`config.mk`:
```
export PLATFORM = sky130hd
export DESIGN_NAME = imem_prog
export DESIGN_NICKNAME = d
export VERILOG_FILES = /design/src/rtl/imem_prog.sv
export SDC_FILE = /design/constraint.sdc
export NUM_CORES = 1
export LEC_CHECK = 0
export CORE_MARGIN = 4
export CORE_UTILIZATION = 45
export DETAILED_ROUTE_END_ITERATION = 7
export HOLD_SLACK_MARGIN = 0.06
export SLEW_MARGIN = 15
export SYNTH_ARGS = -nofsm -noshare
export SYNTH_HDL_FRONTEND = slang
export SYNTH_SLANG_ARGS = --single-unit
```
`constraint.sdc`:
```
create_clock -name clk -period 2.88 [get_ports clk]
set_input_delay 0.72 -clock clk [delete_from_list [all_inputs] [get_ports clk]]
set_output_delay 0.72 -clock clk [all_outputs]
set_load 0.02 [all_outputs]
```
`src/rtl/imem_prog.sv`:
```
// Run-time loadable instruction memory: host loads words over a valid/ready port, core fetches with one-cycle latency.
// Optional ROM_INIT_EN compiles in a built-in program table served from reset until the first accepted write.
module imem_prog #(
    parameter int ADDR_W = 6,
    parameter int OP_W   = 16,
    parameter int DEPTH  = 42
) (
    input  logic              clk,
    input  logic              rst,
    input  logic              fetch_req,
    input  logic [ADDR_W-1:0] pc,
    output logic [OP_W-1:0]   op,
    output logic              op_valid,
    output logic              fetch_fault,
    output logic              stall,
    input  logic              ld_valid,
    output logic              ld_ready,
    input  logic [ADDR_W-1:0] ld_addr,
    input  logic [OP_W-1:0]   ld_data,
    input  logic              ld_last,
    output logic              ld_err,
    output logic [ADDR_W:0]   loaded_cnt,
    output logic [1:0]        fsm_state
);

    // Handshake: a write transfers on every rising edge where ld_valid && ld_ready;
    // ld_ready is low only in the cycle following reset, fetch_req has no backpressure.

    typedef enum logic [1:0] {
        EMPTY = 2'd0,
        LOAD  = 2'd1,
        RUN   = 2'd2
    } state_t;

`ifdef ROM_INIT_EN
    localparam state_t RESET_STATE = RUN;
`else
    localparam state_t RESET_STATE = EMPTY;
`endif

    localparam logic [ADDR_W:0] DEPTH_W = (ADDR_W+1)'(DEPTH);

    state_t            state;
    state_t            state_nx;
    logic              wr_acc;
    logic              fetch_acc;
    logic              wr_in_range;
    logic              pc_in_range;
    logic [ADDR_W:0]   cnt_base;
    logic              err_base;
    logic [OP_W-1:0]   rd_word;
    logic [OP_W-1:0]   mem [DEPTH];

`ifdef ROM_INIT_EN
    logic rom_sel;

    function automatic logic [OP_W-1:0] rom_word(input logic [ADDR_W-1:0] a);
        return OP_W'(32'hA000 + 32'(a) * 32'd3);
    endfunction
`endif

    assign stall     = (state != RUN);
    assign fsm_state = state;

    always_comb begin
        state_nx    = state;
        wr_acc      = ld_valid && ld_ready;
        fetch_acc   = fetch_req && (state == RUN) && !wr_acc;
        wr_in_range = {1'b0, ld_addr} < DEPTH_W;
        pc_in_range = {1'b0, pc} < DEPTH_W;
        // A write arriving outside LOAD starts a fresh image, so status restarts from zero.
        cnt_base    = (state == LOAD) ? loaded_cnt : '0;
        err_base    = (state == LOAD) ? ld_err : 1'b0;
        if (wr_acc) begin
            state_nx = ld_last ? RUN : LOAD;
        end
`ifdef ROM_INIT_EN
        rd_word = rom_sel ? rom_word(pc) : mem[pc];
`else
        rd_word = mem[pc];
`endif
    end

    always_ff @(posedge clk) begin
        if (rst) begin
            state       <= RESET_STATE;
            ld_ready    <= 1'b0;
            ld_err      <= 1'b0;
            loaded_cnt  <= '0;
            op          <= '0;
            op_valid    <= 1'b0;
            fetch_fault <= 1'b0;
        end else begin
            state       <= state_nx;
            ld_ready    <= 1'b1;
            op_valid    <= fetch_acc;
            fetch_fault <= fetch_acc && !pc_in_range;
            if (fetch_acc) begin
                op <= pc_in_range ? rd_word : '0;
            end
            if (wr_acc) begin
                if (wr_in_range) begin
                    ld_err     <= err_base;
                    loaded_cnt <= (cnt_base == DEPTH_W) ? cnt_base : cnt_base + 1'b1;
                end else begin
                    ld_err     <= 1'b1;
                    loaded_cnt <= cnt_base;
                end
            end
        end
    end

`ifdef ROM_INIT_EN
    always_ff @(posedge clk) begin
        if (rst) begin
            rom_sel <= 1'b1;
        end else if (wr_acc) begin
            rom_sel <= 1'b0;
        end
    end
`endif

    // Memory is deliberately not reset so a partial image survives rst.
    always_ff @(posedge clk) begin
        if (!rst && wr_acc && wr_in_range) begin
            mem[ld_addr] <= ld_data;
        end
    end

endmodule

```
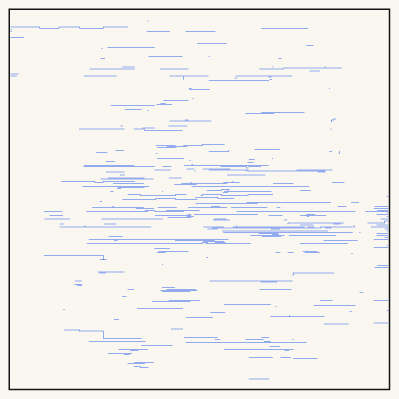
Fig. 1. Signal wires on met3 (run 1).
Scale: 1.5 px per um.
The wires run mostly horizontal. The layer carries 4,470 um of wire. The layer holds 6.6% of the routed length. 166 nets have wire on it. The longest straight run is 92.9 um.

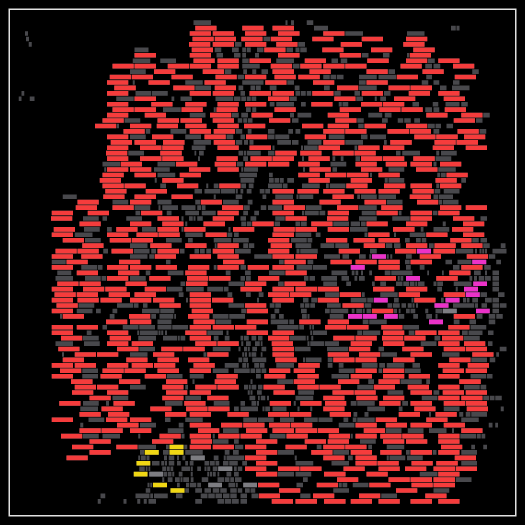
Fig. 2. Sequential cells coloured by netlist name (run 1).
Scale: 2 px per um. Other sequential cells in the stronger grey, the rest of the logic in the fainter grey.
Key: op = magenta [sequential cells 16, where right middle]; mem = red [sequential cells 672, where all over the die]; loaded_cnt = yellow [sequential cells 7]

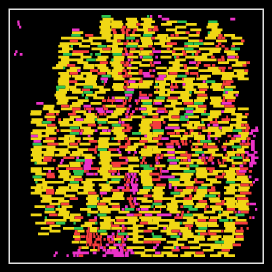
Fig. 3. Placement by cell class (run 1).
Scale: 1 px per um.
Key: combinational and other logic = red [cells 538]; other buffers and delay cells = magenta [cells 230]; flops = yellow [cells 701]; clock drivers and dummy loads = green [cells 125]
Final Instance Area: 32,300 um^2
final core area utilization: 0.546

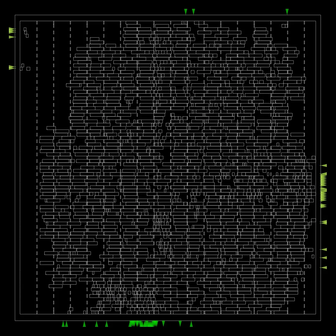
Fig. 4. Placement view (run 1).
Flop Count: 701
flop share of the area: 0.643
Finished Layout Cells: 2,368

==> impl_metrics.csv, run 1 <==
group,metric,value,unit
global_routing,grt_pass1_wl,97300,um
sta,whs,485,ps
sta,min_period,2600,ps
sta,worst_slew_pin_slew,622,ps
finish,syn2layout_area_growth,20.0,%
sta,max_slew_margin,0.585,
placement,hpwl,43600,um
job,warning_count,26,
setup_path,path_class,"flip-flop to output pin",
sta,hold_violations,0,
cts,cts_resized,0,
synthesis,synthesis.nets,1347,
global_routing,grt_use_total,0.213,
synthesis,yosys_area,26900,um^2
setup_path,arrival,1880,ps
min_path,min_delay_worst_endpoint,"op[0]",
cts,postCtsSetupBuffers,0,
setup_path,r2r_end,"loaded_cnt[6]",
setup_path,endpoint,"stall",
min_path,worstHoldStart,"op[0]",
synthesis,synth_cell_types,50,
synthesis,async_flop_share,0,
floorplan,ios,63,
synthesis,flop_cell,"edfxtp_1",
setup_path,r2r_cells,8,
placement,gp_congestion,0.858,
power,p_sw_frac,0.208,
finish,layout-drive-gt1-share,0.267,
cts,cts_hold_buffers,0,
floorplan,floorplanUtilization,0.455,
setup_path,rr_startpoint,"fsm_state[0]",
min_path,hp-class,"flip-flop to flip-flop",
synthesis,ys_ff,701,
synthesis,ys_cells,1313,
cts,clkTransAtPathRegs,60,ps
cts,ctsRootBufferMaster,"clkbuf_16",
setup_path,cp-end-kind,"output pin",
sta,finalClockPeriodUsage,0.903,
detailed_routing,final_antenna_net_count,0,
setup_path,crit_fanout,5,
synthesis,syn_inst,1313,
detailed_routing,drc,0,
detailed_routing,routed-via-count,13700,
cts,cts_max_path_buffers,3,
synthesis,synth-edff-count,672,
setup_path,worstPathCellList,"nor2b_1 > inv_1 > clkdlybuf4s50_1",
power,power.share.combinational,0.055,
floorplan,die_h,252,um
detailed_routing,wl_per_cell,28.5,um
setup_path,slowest_stage,"clkdlybuf4s50_1",
power,p_clk_frac,0.422,
cts,clock_latency,610,ps
detailed_routing,drtIter0Drc,1235,
sta,setup_ws,280,ps
finish,num-nets-final,1575,
sta,finClkSkew,32.4,ps
sta,rsz0062_at_grt,"false",
placement,dpl_cell_area,30000,um^2
global_routing,grt_max_degree,43,
sta,fin_tns_setup,0,ps
min_path,hold_path_depth,2,
sta,finalSetupViolations,0,
cts,cts_inserted_buffers,70,
sta,max_freq,385,MHz
floorplan,die_width,252,um
setup_path,start_kind,"flip-flop",
detailed_routing,drt-vias-per-instance,5.79,
power,ir_worst_vdd,0.000387,V
placement,portBuffers,62,
setup_path,crit_required,2160,ps
setup_path,critPathLaunch,"fsm_state[1]",
cts,htree_levels,3,
synthesis,netlist_area,26900,um^2
job,cap_violations,0,
synthesis,avgSynthCellArea,20.5,um^2
status,run_status,"completed",
floorplan,rows,89,
global_routing,grt_pass1_vias,14000,
setup_path,critPathMaxStageDelay,540,ps
sta,drv_slew,0,
cts,clock_sinks,701,
power,power_leakage,10.5,nW
detailed_routing,firstDrtPassIters,5,
power,power_density,662,nW/um^2
power,p_switching,4.45,mW
global_routing,antenna_found_initial,6,
synthesis,synth_warnings,0,
placement,place_worst_setup_slack,-86.7,ps
setup_path,r2r_setup_slack,640,ps
floorplan,core,59100,um^2
detailed_routing,routed_wl,67400,um
synthesis,yosysSeqAreaShare,0.772,
power,p_seq_frac,0.523,
cts,tritoncts,"done",
power,p_int,16.9,mW
floorplan,chipArea,63700,um^2
global_routing,grt_overflow,0,
## run 1: worst max-delay path, delay by kind of cell, from the launching register on
family | cells | cell delay [ps]
and+or+nand+nor | 1 | 270
buffers and inverters | 2 | 610
DFF | 1 | 410
## run 1: layer usage
layer / wire length, um / track usage / vias to the layer above / part of all wire
met5: 47 / 0 / - / 0.00070
met2: 34000 / 0.355 / 480 / 0.51
met1: 27400 / 0.289 / 7201 / 0.41
met3: 4470 / 0.0439 / 82 / 0.066
met4: 1400 / 0.0582 / 8 / 0.021
li1: - / - / 5944 / -
## run 1: state kept, by name, indices dropped and copies added (netlist names)
| name | cells |
|---|---|
| ld_ready | 1 |
| op_valid | 1 |
| loaded_cnt | 7 |
| mem | 672 |
| fetch_fault | 1 |
| ld_err | 1 |
| fsm_state | 2 |
| op | 16 |
## run 1: stage by stage
step           std cells  total power, mW
3_3_place_gp        2242             12.6
3_5_place_dp        2242             12.6
2_1_floorplan       1313             11.9
4_1_cts             2367             21.6
5_1_grt             2367             22.1
6_report            2368             21.4
## run 1: cell usage after synthesis (4+ instances only)
cell type,number,area (um^2)
edfxtp_1,672,20200
mux4_2,128,2880
mux2i_1,79,791
nor2_1,55,206
nand2_1,36,135
a22oi_1,31,233
dfxtp_1,29,581
clkbuf_1,28,105
a21oi_1,23,115
nor2b_1,23,144
buf_2,19,95.1
o21ai_1,16,80.1
o22ai_1,16,100
a211o_1,15,131
a211oi_1,15,113
a22o_1,15,131
a32oi_1,15,131
o221ai_1,15,131
buf_4,13,97.6
buf_1,7,26.3
buf_6,7,78.8
nand3_1,6,30.0
o21a_1,4,30.0
## run 1: area by class of cell
class	instances	area, um^2
Antenna cell	1	2.50
Clock buffer	91	1940
Clock inverter	34	340
Fill cell	4418	26900
Inverter	2	7.51
Multi-Input combinational cell	536	5740
Sequential cell	701	20800
Tap cell	773	967
Timing Repair Buffer	230	2510
## run 1: power groups by stage
stage | combinational [mW] | sequential, mW | clock [mW]
2_1_floorplan | 0.517 | 11.4 | 0
3_3_place_gp | 1.17 | 11.4 | 0
3_5_place_dp | 1.18 | 11.4 | 0
4_1_cts | 1.18 | 11.2 | 9.21
5_1_grt | 1.23 | 11.2 | 9.65
6_report | 1.17 | 11.2 | 9.02
## run 1: cells in the final DEF, fill, tap and decap left out, types with 6 or more instances in the layout
cell and count:
buf_4 114, o22ai_1 16, a32oi_1 15, edfxtp_1 672, nand2_1 36, nor2_1 53, nand3_1 6, bufinv_16 6
a211oi_1 15, o221ai_1 15, a21oi_1 23, mux4_2 128, a22oi_1 31, clkbuf_16 74, nor2b_1 21, clkdlybuf4s50_1 44
clkbuf_1 15, clkinv_1 9, o21ai_1 16, buf_12 56, buf_2 15, a211o_1 15, mux2i_1 79, dfxtp_1 29
clkinv_2 11, a22o_1 15
## run 1: cell families after synthesis
kind of cell	after synthesis	share of synthesized area
flops	701	0.772
mux	211	0.138
compound gates	178	0.0481
simple gates	145	0.0257
buf+inv	76	0.0153
xor+xnor	1	0.000326
fa+ha+maj	1	0.000465
==> run 2: changes to the inputs <==
CORE_UTILIZATION = 55   (was 45)
PLACE_DENSITY = 0.75   (was not set)
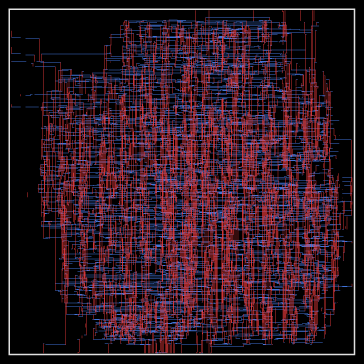
Fig. 5. Wiring by layer (run 2).
Scale: 1.5 px per um. Only two layers are drawn.
Key: metal 1 = blue [wire length 25.0 mm]; metal 2 = red [wire length 31.9 mm]

==> run 2 against run 1 <==
  * Setup slack got worse by 22 ps
  * Critical path depth is the same
  * Combinational power is 3% lower
  * Cell area fell by 2.0%
  * Clock power fell by 6.0%
  * Area after synthesis unchanged
  * Cell count is 7.2% lower
  * Clock-buffer cell count decreased by 10
  * First-iteration DRC count increased by 59%
  * Routed wire length shrank 3.2%
  * Clock skew fell by 7.7 ps
  * Synthesized cell count unchanged
  * Critical path type unchanged
  * Critical endpoint unchanged
  * Largest cell class unchanged
==> impl_metrics.csv, run 2 <==
group,metric,value,unit
synthesis,yosysSeqAreaShare,0.772,
cts,ctsRootBufferMaster,"clkbuf_16",
setup_path,path_class,"flip-flop to output pin",
sta,worst_slew_pin_slew,921,ps
setup_path,start_kind,"flip-flop",
cts,cts_inserted_buffers,67,
floorplan,die_h,229,um
floorplan,die_width,229,um
finish,fin_cells,2198,
sta,whs,477,ps
setup_path,r2r_setup_slack,400,ps
cts,postCtsSetupBuffers,0,
global_routing,grt_pass1_vias,14400,
synthesis,synth-edff-count,672,
synthesis,netlist_area,26900,um^2
sta,min_period,2620,ps
global_routing,grt_max_degree,43,
synthesis,syn_inst,1313,
placement,dp.cells,2076,
sta,max_slew_margin,0.383,
job,cap_violations,0,
floorplan,chipArea,52500,um^2
power,ir_worst_vdd,0.000431,V
sta,finalSetupViolations,0,
synthesis,common_cells,"edfxtp_1 (672), mux4_2 (128), mux2i_1 (79)",
synthesis,netlist_logic_family_top,"multiplexers",
finish,nFillCells,2976,
synthesis,synth_warnings,0,
power,power_leakage,10.3,nW
synthesis,yosys_area,26900,um^2
placement,portBuffers,62,
detailed_routing,wl_per_cell,29.7,um
finish,num-nets-final,1564,
placement,hpwl,40200,um
detailed_routing,routed-via-count,14200,
synthesis,yosys.area_share.aoi,0.0481,
global_routing,grt_use_total,0.250,
setup_path,crit_required,2160,ps
cts,htree_levels,3,
min_path,min_delay_worst_endpoint,"op[9]",
floorplan,core,48000,um^2
sta,drv_slew,0,
sta,finalClockPeriodUsage,0.910,
cts,cts_resized,0,
floorplan,rows,80,
detailed_routing,final_antenna_net_count,0,
cts,clock_sinks,701,
sta,fin_tns_setup,0,ps
synthesis,synthesis.nets,1347,
detailed_routing,routed_wl,65200,um
sta,max_freq,381,MHz
cts,tritoncts,"done",
synthesis,avgSynthCellArea,20.5,um^2
sta,hold_violations,0,
detailed_routing,firstDrtPassIters,5,
power,power,20.8,mW
synthesis,area_leaders,"edfxtp_1 (75%), mux4_2 (11%), mux2i_1 (2.9%)",
finish,layout-drive-gt1-share,0.250,
min_path,worstHoldStart,"op[9]",
cts,cts_hold_buffers,0,
global_routing,antenna_found_initial,0,
synthesis,ys_cells,1313,
synthesis,ys_sh_simple,0.0257,
cts,clkTransAtPathRegs,60,ps
setup_path,cp-end-kind,"output pin",
synthesis,netlist.area_leader.share,0.750,
cts,cts_max_path_buffers,3,
synthesis,mux_share,0.138,
placement,gp_congestion,0.911,
min_path,hp-class,"flip-flop to flip-flop",
global_routing,grt_overflow,0,
finish,largest_reg_flops,672,
setup_path,rr_startpoint,"fsm_state[0]",
detailed_routing,drc,0,
setup_path,r2r_cells,8,
global_routing,grt_pass1_wl,96100,um
min_path,hold_path_depth,2,
synthesis,async_flop_share,0,
finish,largest_register,"mem",
synthesis,ys_ff,701,
synthesis,most_common_cell,"edfxtp_1",
finish,syn2layout_area_growth,17.6,%
synthesis,synth_xor_xnor_area_share,0.000326,
synthesis,flop_cell,"edfxtp_1",
finish,top_regs,"mem x672, op x16, loaded_cnt x7",
detailed_routing,drtIter0Drc,1965,
setup_path,arrival,1900,ps
job,warning_count,26,
synthesis,synthAdderAreaFrac,0.000465,
floorplan,ios,63,
floorplan,floorplanUtilization,0.560,
finish,lay_top_cells,"edfxtp_1 (672), mux4_2 (128), buf_4 (127)",
synthesis,yosysTopAreaCell,"edfxtp_1",
finish,fin_area,31600,um^2
sta,rsz0062_at_grt,"false",
finish,area.sequential,20800,um^2
finish,final_common_cell,"edfxtp_1",
status,run_status,"completed",
sta,finClkSkew,24.7,ps
cts,clock_latency,610,ps
setup_path,crit_fanout,5,
finish,combGateArea,5740,um^2
setup_path,r2r_end,"loaded_cnt[6]",
detailed_routing,drt-vias-per-instance,6.45,
synthesis,synth_cell_types,50,
placement,dpl_cell_area,29500,um^2
power,power_density,657,nW/um^2
-- run 2: worst max path at each step --
stage | startpoint | end | slack [ps] | depth (start not counted)
floorplan | ld_addr[2] | mem[39][0] | 90 | 5
global placement | ld_addr[2] | mem[4][13] | -80 | 9
detailed placement | ld_addr[2] | mem[18][8] | -100 | 9
CTS | fsm_state[1] | stall | 230 | 3
global route | fsm_state[1] | stall | 190 | 3
finish | fsm_state[1] | stall | 260 | 3
-- run 2: logic make-up (layout without fill, tap and decap cells) --
group                    after synthesis  count (layout)
AND-OR/OR-AND                        178             178
AND/OR/NAND/NOR                      145             145
flip-flops                           701             701
adder cells (fa/ha/maj)                1               1
multiplexers                         211             211
other                                  0               1
XOR/XNOR                               1               1
buffers and inverters                 76             345
-- run 2: where the power goes --
group / internal [mW] / switching (mW)
Combinational: 0.439 / 0.686
Clock: 4.83 / 3.65
Sequential: 11.2 / 0.0106
Total: 16.4 / 4.35
-- run 2: critical path: stages, from the launching register on --
cell             delay [ps]
dfxtp_1                 410
nor2b_1                 280
inv_1                    70
clkdlybuf4s50_1         540
-- run 2: routing by layer --
layer / vias to the layer above / share of wire / GRT usage
met3: 137 / 0.090 / 0.0473
li1: 5921 / - / -
met2: 799 / 0.49 / 0.402
met5: - / 0 / 0
met1: 7318 / 0.38 / 0.345
met4: 0 / 0.038 / 0.0945
-- run 2: layout make-up --
type                            instances  area share
Multi-Input combinational cell        536       0.181
Clock buffer                           81      0.0557
Sequential cell                       701       0.656
Inverter                                2    0.000237
Antenna cell                            1   0.0000791
Clock inverter                         40      0.0108
Timing Repair Buffer                  222      0.0711
Tap cell                              615      0.0243
-- run 2: stage by stage --
step / worst slack, ps / utilization
floorplan: 91.9 / -
global placement: -84.7 / 0.615
detailed placement: -95.2 / 0.615
CTS: 234 / 0.658
global route: 186 / 0.658
finish: 258 / 0.658
Power figures rest on the tool's default switching activity, not on a simulated workload.
